Figure 1. Met4 routing.
Drawn at 2 px/um. Supply wires on this layer in gray.
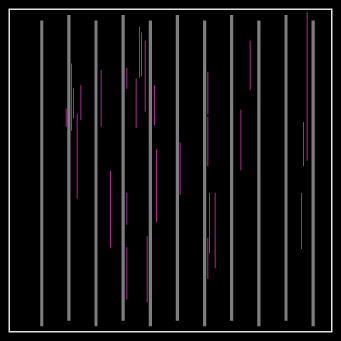
Figure 2. Cell area per tile.
Drawn at 2 px/um. 16 x 16 tiles, from dark blue (low) to red (high), 0 to 100% covered.
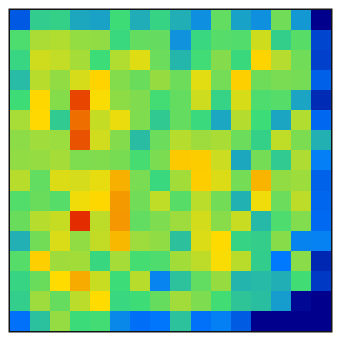
## config.mk

```make
export PLATFORM = sky130hd
export DESIGN_NAME = m_div_sequencer
export DESIGN_NICKNAME = d
export VERILOG_FILES = /design/src/rtl/m_div_sequencer.sv
export SDC_FILE = /design/constraint.sdc
export NUM_CORES = 1
export LEC_CHECK = 0
export ABC_AREA = 1
export CORE_MARGIN = 2
export CORE_UTILIZATION = 50
export CTS_BUF_LIST = sky130_fd_sc_hd__clkbuf_16
export DETAILED_ROUTE_END_ITERATION = 8
export HOLD_SLACK_MARGIN = 0.05
export PLACE_DENSITY = 0.72
export SLEW_MARGIN = 20
export SYNTH_ARGS = -nofsm -noshare
export SYNTH_HDL_FRONTEND = slang
export SYNTH_SLANG_ARGS = --single-unit
```

## constraint.sdc

```tcl
create_clock -name clk -period 11.1 [get_ports clk]
set_input_delay 3.33 -clock clk [delete_from_list [all_inputs] [get_ports clk]]
set_output_delay 3.33 -clock clk [all_outputs]
set_load 0.1 [all_outputs]
```

## src/rtl/m_div_sequencer.sv

```systemverilog
// Iterative PCPI divide sequencer for DIV/DIVU/REM/REMU.
// Uses 32-step restoring division, one quotient bit per cycle, with sign correction on the final step.
module m_div_sequencer #(
  parameter int XLEN = 32
) (
  input  logic            clk,
  input  logic            resetn,
  input  logic            pcpi_valid,
  input  logic [31:0]     pcpi_insn,
  input  logic [XLEN-1:0] pcpi_rs1,
  input  logic [XLEN-1:0] pcpi_rs2,
  output logic            pcpi_busy,
  output logic            pcpi_ready,
  output logic            pcpi_wr,
  output logic [XLEN-1:0] pcpi_rd
);

  typedef enum logic [1:0] {IDLE, DIVIDE, DONE} state_t;

  state_t            state_reg, state_next;
  logic [XLEN-1:0]   dvd_reg, dsr_reg, rem_reg, rd_reg;
  logic [4:0]        cnt_reg;
  logic              is_rem_reg, neg_q_reg, neg_r_reg;

  logic              insn_match, signed_op, is_rem, div_zero;
  logic [XLEN-1:0]   abs_rs1, abs_rs2;
  logic              accept, step, last_step;
  logic [XLEN:0]     rem_shift, trial;
  logic              q_bit;
  logic [XLEN-1:0]   rem_step, dvd_step, result;

  // funct3[2] selects the divide half of the M extension
  assign insn_match = (pcpi_insn[6:0] == 7'b0110011) &&
                      (pcpi_insn[31:25] == 7'b0000001) && pcpi_insn[14];
  assign signed_op  = ~pcpi_insn[12];
  assign is_rem     = pcpi_insn[13];
  assign div_zero   = (pcpi_rs2 == '0);
  assign abs_rs1    = (signed_op && pcpi_rs1[XLEN-1]) ? -pcpi_rs1 : pcpi_rs1;
  assign abs_rs2    = (signed_op && pcpi_rs2[XLEN-1]) ? -pcpi_rs2 : pcpi_rs2;

  // Partial remainder is always below the divisor, so a 33-bit trial subtract cannot overflow.
  assign rem_shift  = {rem_reg, dvd_reg[XLEN-1]};
  assign trial      = rem_shift - {1'b0, dsr_reg};
  assign q_bit      = ~trial[XLEN];
  assign rem_step   = q_bit ? trial[XLEN-1:0] : rem_shift[XLEN-1:0];
  assign dvd_step   = {dvd_reg[XLEN-2:0], q_bit};
  assign result     = is_rem_reg ? (neg_r_reg ? -rem_step : rem_step)
                                 : (neg_q_reg ? -dvd_step : dvd_step);

  always_comb begin
    state_next = state_reg;
    accept     = 1'b0;
    step       = 1'b0;
    last_step  = 1'b0;
    case (state_reg)
      IDLE: begin
        if (pcpi_valid && insn_match) begin
          accept     = 1'b1;
          state_next = div_zero ? DONE : DIVIDE;
        end
      end
      DIVIDE: begin
        if (!pcpi_valid) begin
          state_next = IDLE;
        end else begin
          step = 1'b1;
          if (cnt_reg == 5'd31) begin
            last_step  = 1'b1;
            state_next = DONE;
          end
        end
      end
      DONE:    state_next = IDLE;
      default: state_next = IDLE;
    endcase
  end

  always_ff @(posedge clk) begin
    if (!resetn) begin
      state_reg  <= IDLE;
      cnt_reg    <= '0;
      rd_reg     <= '0;
      dvd_reg    <= '0;
      dsr_reg    <= '0;
      rem_reg    <= '0;
      is_rem_reg <= 1'b0;
      neg_q_reg  <= 1'b0;
      neg_r_reg  <= 1'b0;
    end else begin
      state_reg <= state_next;
      if (accept) begin
        dvd_reg    <= abs_rs1;
        dsr_reg    <= abs_rs2;
        rem_reg    <= '0;
        cnt_reg    <= '0;
        is_rem_reg <= is_rem;
        neg_q_reg  <= signed_op && (pcpi_rs1[XLEN-1] ^ pcpi_rs2[XLEN-1]);
        neg_r_reg  <= signed_op && pcpi_rs1[XLEN-1];
        // Divide by zero short-circuits: all-ones quotient, remainder is the raw dividend
        if (div_zero)
          rd_reg <= is_rem ? pcpi_rs1 : '1;
      end
      if (step) begin
        rem_reg <= rem_step;
        dvd_reg <= dvd_step;
        cnt_reg <= cnt_reg + 5'd1;
      end
      if (last_step)
        rd_reg <= result;
    end
  end

  assign pcpi_busy  = (state_reg != IDLE);
  assign pcpi_ready = (state_reg == DONE);
  assign pcpi_wr    = (state_reg == DONE);
  assign pcpi_rd    = rd_reg;

endmodule

```

==> changes_impl.md <==
## Implementation

* Status: finished, final reports clean
* GRT Util Overall at 32.72%
* Pwr Density at 83.18 nW/um^2
* Drt via density at 5.521
* Register area at 2763 um^2
* Vias in the first global route at 12,690
* Setup-failing EPs final at 0
* Hold Fails Final Rpt at 0
* Synth Flop Type: dfxtp_1
* Multi-input gate area at 7920 um^2
* Initial antenna violation count at 0
* Share of flip-flops with an asynchronous set or reset at 0%
* Fmax at 153.6 MHz
* CP Buf/Inv Count at 6
* Insertion Delay late pin at 430 ps
* Largest fanout on the critical path at 38
* Worst-Margin Slew at 1105 ps
* Postcts setup bufs at 0
* Delay-heaviest family, CP: simple AND/OR/NAND/NOR gates
* CTS H-tree depth at 4
* Sw frac at 27.45%
* Crit-path slowest cell: clkinv_1
* Fin crit share at 58.65%
* Hold_buf cts at 0
* Root Buffer: clkbuf_16
* Post-route DRC at 0
* Ys flops at 138
* Post-synth EDFFs at 0
* Sw Pwr at 0.0003235 W
* Yosys stat chip area at 12,250 um^2
* HPWL after DPL at 32.15 mm
* Yosys Warn Count at 0
* Max Buffers Root-to-Sink at 2
* Die Area at 25,770 um^2
* Cell area after synthesis at 12,250 um^2
* Share of cells above drive strength 1 at 5.027%
* Critical path type: in2reg
* Post-route setup slack at 4590 ps
* Pleak at 6.829 nW
* Setup TNS at 0 ps
* Routability congestion estimate at 0.9442
* IO Count at 134
* Maximum VDD drop at 0.08936 mV
* Vias after detailed routing at 14,200
* Clk_skew at 16.12 ps
* Max incr delay on CP at 470 ps
* Critical Path, Cell by Cell: clkdlybuf4s50_1 -> inv_1 -> ha_1 -> inv_1 -> nor3_1 -> nor3b_1 -> inv_1 -> nor3_1 -> nand2_1 -> nor2_1 -> nand3_1 -> nor3_1 -> a21oi_2 -> buf_4 -> clkinv_1 -> o211ai_1 -> a21oi_1
* Fin crit period at 6510 ps
* First-pass iteration count of the detailed router at 5
* DIE WIDTH at 160.5 um
* Total grt overflow at 0
* Power Total at 0.001179 W
* Most common logic cells in the final layout: nand2_1 (659), inv_1 (307), nor2_1 (189), a21oi_1 (180), nand3_1 (146)
* Rows at 57
* CP Launch Type: primary input
* Largest net degree at the start of global routing at 92
* Number of distinct library cells after synthesis at 51
* Worst Hold Slack at 465.7 ps
* Wire length per cell at 16.55 um
* WP data required at 11,460 ps
* Hold Path Class: reg2reg
* Number of buffers created by CTS at 17
* OpenROAD warnings at 41
* Fin. max-slew vios at 0
* CTS tree: built
* Max-cap violations at 0
* Internal at 0.0008551 W
* Global-route wire length before repair at 67.23 mm
* Syn Inst Count at 2,164
* Initial DRC Count at 1,677
* Layout Area Growth over Synthesis at 15.63%
* Sink Count at 138
* Unrepaired setup endpoints after global routing: no
* Max_slew headroom at 26.30%
* Die height at 160.5 um
* Nets at 2,373
* CP Data Arrival Time at 6870 ps
* Core outline area at 24,180 um^2
* Most frequent logic cell in the layout: nand2_1
* Syn_nets at 2,302
* Final-layout fill cell count at 2,512
* Comb pwr share at 8.2%
* Post-cts resize count at 0
* DP Worst Slack at 4096 ps
* Routed Antenna Nets at 0
* Routed wire length at 42.58 mm
* Register area share after synthesis at 22.55%
* Clk pwr share at 49.8%
* Flop pwr share at 42.0%
* Ys cells at 2,164
* Pre-Place Util at 50.68%
* Worst-path clk slew at 70 ps
* PortBufs at 118
* CP Capture Type: flop
* # diodes at 0
* Mean post-synth cell area at 5.662 um^2
About Figure 1:
longest straight run: 74.1 um
nets with wire on the layer: 26

About Figure 2:
nearly empty tiles: 2.7%
tiles over 75% full: 9.0%
mean over tiles: 53%
emptiest ninth of the die: south-east
fullest tile: 95%

==> synth_stat cells (15+ instances only) <==
cell | count | area [um^2]
clkbuf_1 | 57 | 214.0
dfxtp_1 | 138 | 2763
o211ai_1 | 19 | 142.6
a21oi_1 | 181 | 905.9
nand4_1 | 21 | 131.4
ha_1 | 38 | 475.5
nand2_2 | 24 | 150.1
nor2_1 | 190 | 713.2
xor2_1 | 21 | 183.9
nand3_1 | 146 | 730.7
o21ai_0 | 133 | 665.6
a31oi_1 | 32 | 200.2
inv_1 | 307 | 1152
o21ai_1 | 15 | 75.07
nor3_1 | 33 | 165.2
nand2_1 | 659 | 2474
==> metrics by stage <==
step | cells | utilization (%) | cell area, um^2
floorplan | 2164 | - | 12250
global placement | 2540 | 56.20 | 13590
detailed placement | 2540 | 56.20 | 13590
CTS | 2572 | 58.60 | 14170
global route | 2572 | 58.60 | 14170
finish | 2572 | 58.60 | 14170
==> power groups by stage <==
stage                      logic, W  clock network [W]  registers, W
final                     0.0000967           0.000587      0.000495
after global routing       0.000105           0.000614      0.000495
after CTS                 0.0000947           0.000594      0.000495
after detailed placement  0.0000943                  0      0.000506
after global placement    0.0000935                  0      0.000506
after floorplan           0.0000413                  0      0.000506
==> metal layers <==
metal | vias to the layer above | wire length [um] | GRT usage (%) | part of all wire [%]
met5 | - | 0 | 0 | 0
met4 | 0 | 766 | 7.740 | 1.8
met3 | 64 | 3993 | 4.649 | 9.4
met2 | 628 | 18220 | 50.18 | 43
met1 | 6392 | 19600 | 48.35 | 46
li1 | 7117 | - | - | -
==> final cells by class <==
cell class,count,area share (%)
flip-flops and latches,138,19.50
inverters,323,8.557
clock buffers,17,3.002
multi-input cells,1623,55.90
well taps,324,2.861
repair buffers,132,9.078
clock inverters,15,1.104
==> cell families after synthesis <==
kind of cell	synth area share (%)
AND/OR/NAND/NOR	39.14
flip-flops	22.55
buffers and inverters	12.91
AND-OR/OR-AND	18.86
XOR/XNOR	2.502
adder cells (fa/ha/maj)	4.044
==> path summary, 6_finish.rpt <==
path	startpoint	end	slack (ps)	cells past startpoint
min	pcpi_rd[31]	pcpi_rd[31]	470	2
min reg2reg	pcpi_rd[31]	pcpi_rd[31]	470	2
max	pcpi_rs2[1]	pcpi_rd[7]	4590	17
max reg2reg	dvd_reg[31]	pcpi_rd[26]	5730	30
==> worst min-delay path, stage by stage (launching register included) <==
cell and delay (ps):
dfxtp_1 310, nand2_1 60, a21oi_1 50
Power figures rest on the tool's default switching activity, not on a simulated workload.
